[src/rtl/rv_wb_arbiter_if.sv]
// Writeback arbiter bus: issue, ALU, load and regfile write ports.
// slave = arbiter side, master = driver side; RV_WB_BYPASS_EN adds fwd ports.
interface rv_wb_arbiter_if;
  logic        i_issue_valid;
  logic [4:0]  i_issue_rd;
  logic        o_issue_ready;
  logic [31:0] o_busy;
  logic        i_alu_valid;
  logic [4:0]  i_alu_rd;
  logic [31:0] i_alu_data;
  logic        o_alu_ready;
  logic        i_ld_valid;
  logic [4:0]  i_ld_rd;
  logic [31:0] i_ld_data;
  logic        o_ld_ready;
  logic [4:0]  o_rd;
  logic        o_write;
  logic [31:0] o_data;
`ifdef RV_WB_BYPASS_EN
  logic [4:0]  i_rs1;
  logic [4:0]  i_rs2;
  logic        o_fwd1_hit;
  logic        o_fwd2_hit;
  logic [31:0] o_fwd1_data;
  logic [31:0] o_fwd2_data;

  modport slave (
    input  i_issue_valid, i_issue_rd,
    output o_issue_ready, o_busy,
    input  i_alu_valid, i_alu_rd, i_alu_data,
    output o_alu_ready,
    input  i_ld_valid, i_ld_rd, i_ld_data,
    output o_ld_ready,
    output o_rd, o_write, o_data,
    input  i_rs1, i_rs2,
    output o_fwd1_hit, o_fwd2_hit,
    output o_fwd1_data, o_fwd2_data
  );

  modport master (
    output i_issue_valid, i_issue_rd,
    input  o_issue_ready, o_busy,
    output i_alu_valid, i_alu_rd, i_alu_data,
    input  o_alu_ready,
    output i_ld_valid, i_ld_rd, i_ld_data,
    input  o_ld_ready,
    input  o_rd, o_write, o_data,
    output i_rs1, i_rs2,
    input  o_fwd1_hit, o_fwd2_hit,
    input  o_fwd1_data, o_fwd2_data
  );
`else
  modport slave (
    input  i_issue_valid, i_issue_rd,
    output o_issue_ready, o_busy,
    input  i_alu_valid, i_alu_rd, i_alu_data,
    output o_alu_ready,
    input  i_ld_valid, i_ld_rd, i_ld_data,
    output o_ld_ready,
    output o_rd, o_write, o_data
  );

  modport master (
    output i_issue_valid, i_issue_rd,
    input  o_issue_ready, o_busy,
    output i_alu_valid, i_alu_rd, i_alu_data,
    input  o_alu_ready,
    output i_ld_valid, i_ld_rd, i_ld_data,
    input  o_ld_ready,
    input  o_rd, o_write, o_data
  );
`endif
endinterface

[src/rtl/rv_wb_arbiter.sv]
// Writeback arbiter + register scoreboard: merges ALU/load into one write port.
// Ports: i_clk, i_reset (async high), bus (slave). Macro: RV_WB_BYPASS_EN.
module rv_wb_arbiter #(
  parameter int STARVE_MAX = 3
) (
  input  logic          i_clk,
  input  logic          i_reset,
  rv_wb_arbiter_if.slave bus
);

  localparam int CW = (STARVE_MAX < 1) ? 1
                    : $clog2(STARVE_MAX + 1);
  localparam logic [CW-1:0] SMAX = CW'(STARVE_MAX);

  logic [CW-1:0] starve_cnt;
  logic [CW-1:0] starve_nxt;
  logic          alu_forced;
  logic          alu_go;
  logic          ld_go;
  logic          issue_ok;
  logic [4:0]    win_rd;
  logic [31:0]   win_data;
  logic [31:0]   busy;
  logic [31:0]   busy_nxt;
  logic          wr_q;
  logic [4:0]    rd_q;
  logic [31:0]   data_q;

  always_comb begin
    alu_forced = (starve_cnt == SMAX);
    ld_go      = bus.i_ld_valid && !alu_forced;
    alu_go     = bus.i_alu_valid &&
                 (!bus.i_ld_valid || alu_forced);
    win_rd     = ld_go ? bus.i_ld_rd : bus.i_alu_rd;
    win_data   = ld_go ? bus.i_ld_data : bus.i_alu_data;
    issue_ok   = (bus.i_issue_rd == 5'd0) ||
                 !busy[bus.i_issue_rd];
  end

  // Counter only tracks an ALU that keeps waiting.
  always_comb begin
    starve_nxt = starve_cnt;
    if (alu_go || !bus.i_alu_valid)
      starve_nxt = '0;
    else if (ld_go && starve_cnt != SMAX)
      starve_nxt = starve_cnt + CW'(1);
  end

  // Set is applied after clear so a same-cycle set wins.
  always_comb begin
    busy_nxt = busy;
    if (wr_q)
      busy_nxt[rd_q] = 1'b0;
    if (bus.i_issue_valid && issue_ok &&
        bus.i_issue_rd != 5'd0)
      busy_nxt[bus.i_issue_rd] = 1'b1;
    busy_nxt[0] = 1'b0;
  end

  always_ff @(posedge i_clk or posedge i_reset) begin
    if (i_reset) begin
      starve_cnt <= '0;
      busy       <= '0;
      wr_q       <= 1'b0;
      rd_q       <= 5'd0;
      data_q     <= 32'd0;
    end else begin
      starve_cnt <= starve_nxt;
      busy       <= busy_nxt;
      if (ld_go || alu_go) begin
        wr_q   <= (win_rd != 5'd0);
        rd_q   <= win_rd;
        data_q <= win_data;
      end else begin
        wr_q <= 1'b0;
      end
    end
  end

  assign bus.o_ld_ready    = ld_go;
  assign bus.o_alu_ready   = alu_go;
  assign bus.o_issue_ready = issue_ok;
  assign bus.o_busy        = busy;
  assign bus.o_write       = wr_q;
  assign bus.o_rd          = rd_q;
  assign bus.o_data        = data_q;

`ifdef RV_WB_BYPASS_EN
  assign bus.o_fwd1_hit  = wr_q && (rd_q == bus.i_rs1) &&
                           (bus.i_rs1 != 5'd0);
  assign bus.o_fwd2_hit  = wr_q && (rd_q == bus.i_rs2) &&
                           (bus.i_rs2 != 5'd0);
  assign bus.o_fwd1_data = data_q;
  assign bus.o_fwd2_data = data_q;
`endif

endmodule
[src/flat_wrapper.sv]
// flat-port wrapper written by rule: the top's interface ports become plain ports
module rv_wb_arbiter_flat 
#(
  parameter int STARVE_MAX = 3
)
  (i_clk, i_reset, bus_i_issue_valid, bus_i_issue_rd, bus_o_issue_ready, bus_o_busy, bus_i_alu_valid, bus_i_alu_rd, bus_i_alu_data, bus_o_alu_ready, bus_i_ld_valid, bus_i_ld_rd, bus_i_ld_data, bus_o_ld_ready, bus_o_rd, bus_o_write, bus_o_data);
  rv_wb_arbiter_if bus_i ();
  input  logic i_clk;
  input  logic i_reset;
  input wire logic [$bits(bus_i.i_issue_valid)-1:0] bus_i_issue_valid;
  input wire logic [$bits(bus_i.i_issue_rd)-1:0] bus_i_issue_rd;
  output wire logic [$bits(bus_i.o_issue_ready)-1:0] bus_o_issue_ready;
  output wire logic [$bits(bus_i.o_busy)-1:0] bus_o_busy;
  input wire logic [$bits(bus_i.i_alu_valid)-1:0] bus_i_alu_valid;
  input wire logic [$bits(bus_i.i_alu_rd)-1:0] bus_i_alu_rd;
  input wire logic [$bits(bus_i.i_alu_data)-1:0] bus_i_alu_data;
  output wire logic [$bits(bus_i.o_alu_ready)-1:0] bus_o_alu_ready;
  input wire logic [$bits(bus_i.i_ld_valid)-1:0] bus_i_ld_valid;
  input wire logic [$bits(bus_i.i_ld_rd)-1:0] bus_i_ld_rd;
  input wire logic [$bits(bus_i.i_ld_data)-1:0] bus_i_ld_data;
  output wire logic [$bits(bus_i.o_ld_ready)-1:0] bus_o_ld_ready;
  output wire logic [$bits(bus_i.o_rd)-1:0] bus_o_rd;
  output wire logic [$bits(bus_i.o_write)-1:0] bus_o_write;
  output wire logic [$bits(bus_i.o_data)-1:0] bus_o_data;
  assign bus_i.i_issue_valid = bus_i_issue_valid;
  assign bus_i.i_issue_rd = bus_i_issue_rd;
  assign bus_o_issue_ready = bus_i.o_issue_ready;
  assign bus_o_busy = bus_i.o_busy;
  assign bus_i.i_alu_valid = bus_i_alu_valid;
  assign bus_i.i_alu_rd = bus_i_alu_rd;
  assign bus_i.i_alu_data = bus_i_alu_data;
  assign bus_o_alu_ready = bus_i.o_alu_ready;
  assign bus_i.i_ld_valid = bus_i_ld_valid;
  assign bus_i.i_ld_rd = bus_i_ld_rd;
  assign bus_i.i_ld_data = bus_i_ld_data;
  assign bus_o_ld_ready = bus_i.o_ld_ready;
  assign bus_o_rd = bus_i.o_rd;
  assign bus_o_write = bus_i.o_write;
  assign bus_o_data = bus_i.o_data;
  rv_wb_arbiter #(.STARVE_MAX(STARVE_MAX)) u_core (.i_clk(i_clk), .i_reset(i_reset), .bus(bus_i));
endmodule
[config.mk]
export PLATFORM = sky130hd
export DESIGN_NAME = rv_wb_arbiter_flat
export DESIGN_NICKNAME = d
export VERILOG_FILES = /design/src/rtl/rv_wb_arbiter_if.sv /design/src/rtl/rv_wb_arbiter.sv /design/src/flat_wrapper.sv
export SDC_FILE = /design/constraint.sdc
export NUM_CORES = 1
export LEC_CHECK = 0
export ABC_AREA = 1
export CORE_ASPECT_RATIO = 0.7
export CORE_UTILIZATION = 40
export CTS_BUF_LIST = sky130_fd_sc_hd__clkbuf_16
export CTS_CLUSTER_SIZE = 10
export DETAILED_ROUTE_END_ITERATION = 12
export PLACE_DENSITY = 0.76
export SETUP_SLACK_MARGIN = 0.15
export SLEW_MARGIN = 20
export SYNTH_ARGS = -nofsm -noshare
export SYNTH_HDL_FRONTEND = slang
export SYNTH_SLANG_ARGS = --single-unit
[constraint.sdc]
create_clock -name i_clk -period 4.4 [get_ports i_clk]
set_input_delay 0.66 -clock i_clk [delete_from_list [all_inputs] [get_ports i_clk]]
set_output_delay 0.66 -clock i_clk [all_outputs]
set_load 0.02 [all_outputs]
Sequential cells grouped by signal name:
Other sequential cells in the stronger grey, the rest of the logic in the fainter grey.
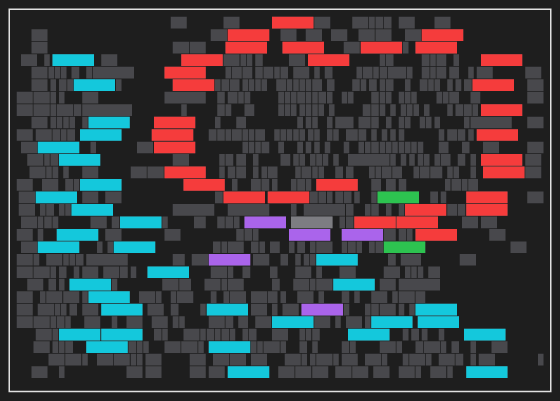
- `u_core.bus.o_rd`: purple (flops 5; where middle)
- `u_core.bus.o_busy`: red (flops 31)
- `u_core.bus.o_data`: cyan (flops 32)
- `u_core.starve_cnt`: green (flops 2)

The metal 4 layer:
Supply wires on this layer in grey.
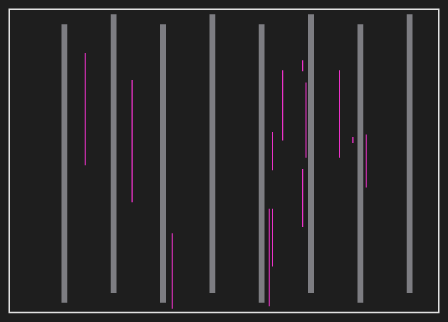
- nets with wire on the layer: 11
- wire length on this layer: 234 um

==> flow_metrics.py <==
# Auto-generated metrics
metrics = {
    "outcome": {
        "status": "finished, final reports clean",
    },
    "job": {
        "max-cap-violations": 0,
    },
    "cells_and_area": {
        "instances_no_fill": 788,
        "comb_share_pct": 30.3,
        "nFillCells": 802,
        "logic_area_um2": 1700,
        "inverters": 28,
        "lay_top_cells": "nand2_1, clkdlybuf4s50_1, dfrtp_1",
        "fin_area_um2": 5620,
        "largest_register_ffs": 32,
        "layout-drive-gt1-share_pct": 3.92,
        "utilization_pct": 61.9,
        "seq_cell_count": 71,
        "antenna_cells": 0,
        "fin_nets": 744,
        "final_common_cell": "nand2_1",
        "buffer_area_share_pct": 28.4,
        "nClkBuffers": 9,
        "sh_seq_area_pct": 31.6,
        "clk_share_pct": 5.03,
        "area_delta_synth_final_pct": 49.8,
        "logic_gate_count": 388,
        "regArea_um2": 1780,
        "num-nonclk-buffers": 161,
    },
    "logic_synthesis": {
        "ys_seq_share_pct": 47.4,
        "yosys_area_um2": 3750,
        "synthAoiAreaFrac_pct": 5.47,
        "yosysMostFrequentCell": "nand2_1",
        "area_leaders": "dfrtp_1, nand2_1, nand3_1",
        "synthTopCellsByCount": "nand2_1, dfrtp_1, nand3_1",
        "simple_gate_share_pct": 39.4,
        "synth-main-ff-cell": "dfrtp_1",
        "top_area_cell": "dfrtp_1",
        "avgSynthCellArea_um2": 7.32,
        "edf_count": 0,
        "synth_cell_types": 25,
        "syn_inst": 512,
        "floorplan.nets": 597,
        "async_flop_share_pct": 100,
        "ys_cells": 512,
        "ys_ff": 71,
        "yosysWarnings": 0,
        "synthesis.area_um2": 3750,
        "synthMuxAreaShare_pct": 0,
        "top_logic_kind": "simple AND/OR/NAND/NOR gates",
        "adder_share_pct": 0.334,
        "xor_share_pct": 0,
    },
    "sta": {
        "setup_ws_ns": 0.551,
        "period_minus_slack_ns": 3.85,
        "hold_viol_final": 0,
        "tightest_slew_ns": 0.861,
        "slew_headroom_pct": 42.6,
        "drv_slew": 0,
        "tns_ns": 0,
        "max_freq_mhz": 260,
        "setup_viol": 0,
        "skew_ns": 0.00808,
        "rsz0062_at_grt": "no",
    },
    "pwr": {
        "p_sw_uw": 974,
        "p_total_uw": 2700,
        "ir_drop_v": 0.000264,
        "power.density_nw_per_um2": 480,
        "p_int_uw": 1720,
        "swShare_pct": 36.1,
        "p_leak_uw": 0.00254,
        "maxPowerGroup": "combinational logic",
        "powerComb_uw": 1020,
        "pwr-share-seq_pct": 36.5,
        "pg_seq_uw": 985,
        "powerClk_uw": 692,
        "combPwrFrac_pct": 37.8,
    },
    "global_routing": {
        "grt_start_max_net_pins": 43,
        "grt_pass1_vias": 3989,
        "grt_pass1_wl_mm": 19.7,
        "grt_util_met1_pct": 31.9,
        "use_met3_pct": 8.65,
        "grt-ovfl-total": 0,
        "grt_usage_pct": 25.5,
        "gr-max-usage-layer": "met2",
        "antenna_found_initial": 0,
    },
    "placed_design": {
        "gp_congestion": 0.970,
        "place_area_um2": 5340,
        "io_buffer_count": 155,
        "dp_slack_ns": 0.590,
        "placed_cells": 772,
        "dp_hpwl_mm": 8.89,
    },
    "worst_setup_path": {
        "critical_path_required_ns": 3.74,
        "cp_common_cell": "nand2_1",
        "max_stage_delay_ns": 0.63,
        "endpoint_kind": "output pin",
        "reg2reg_from": "u_core.starve_cnt[0]",
        "slowest_stage": "clkdlybuf4s50_1",
        "reg2reg_setup_slack_ns": 2.32,
        "crit_start": "bus_i_issue_rd[1]",
        "worstRegToRegCells": 8,
        "worst-path-stages": 9,
        "worstSetupStartpointType": "input port",
        "cp_cell_sequence": "clkdlybuf4s50_1 -> inv_1 -> nand2_1 -> nand2_1 -> nand2_1 -> nand2_1 -> nor2_4 -> and2_1 -> clkdlybuf4s50_1",
        "critPathBufInv": 3,
        "cp-endpoint": "bus_o_issue_ready",
        "rr_endpoint": "u_core.bus.o_write",
        "path_max_fanout": 32,
    },
    "floorplanning": {
        "fp_util_pct": 41.3,
        "n_tap_cell": 124,
        "coreArea_um2": 9070,
        "rows": 29,
        "chipHeight_um": 83.0,
        "io_pins": 157,
        "die_w_um": 118,
    },
    "worst_hold_path": {
        "whs_path_depth": 1,
        "hold_end": "u_core.starve_cnt[0]",
        "hp-class": "flop to flop",
        "worstHoldStart": "u_core.starve_cnt[0]",
    },
    "detailed_routing": {
        "ant_nets": 0,
        "drtIter0Drc": 362,
        "wl_per_cell_um": 15.1,
        "met3_length_mm": 1.13,
        "routed_wl_mm": 11.9,
        "post_drt_via_cell_ratio": 5.19,
        "drt-met1-wl_mm": 5.09,
        "top_layer_used": "met4",
        "drc": 0,
    },
    "clock_tree": {
        "clock-root-buffer": "clkbuf_16",
        "clkSinkCount": 71,
        "postCtsResizedCells": 0,
        "h-tree-depth": 3,
        "clock_path_buffers": 2,
        "tritoncts": "yes",
        "postCtsSetupRepairBufs": 0,
        "insertion_delay_ns": 0.33,
        "cts_inserted_buffers": 9,
    },
}
Power and IR drop assume default switching activity.
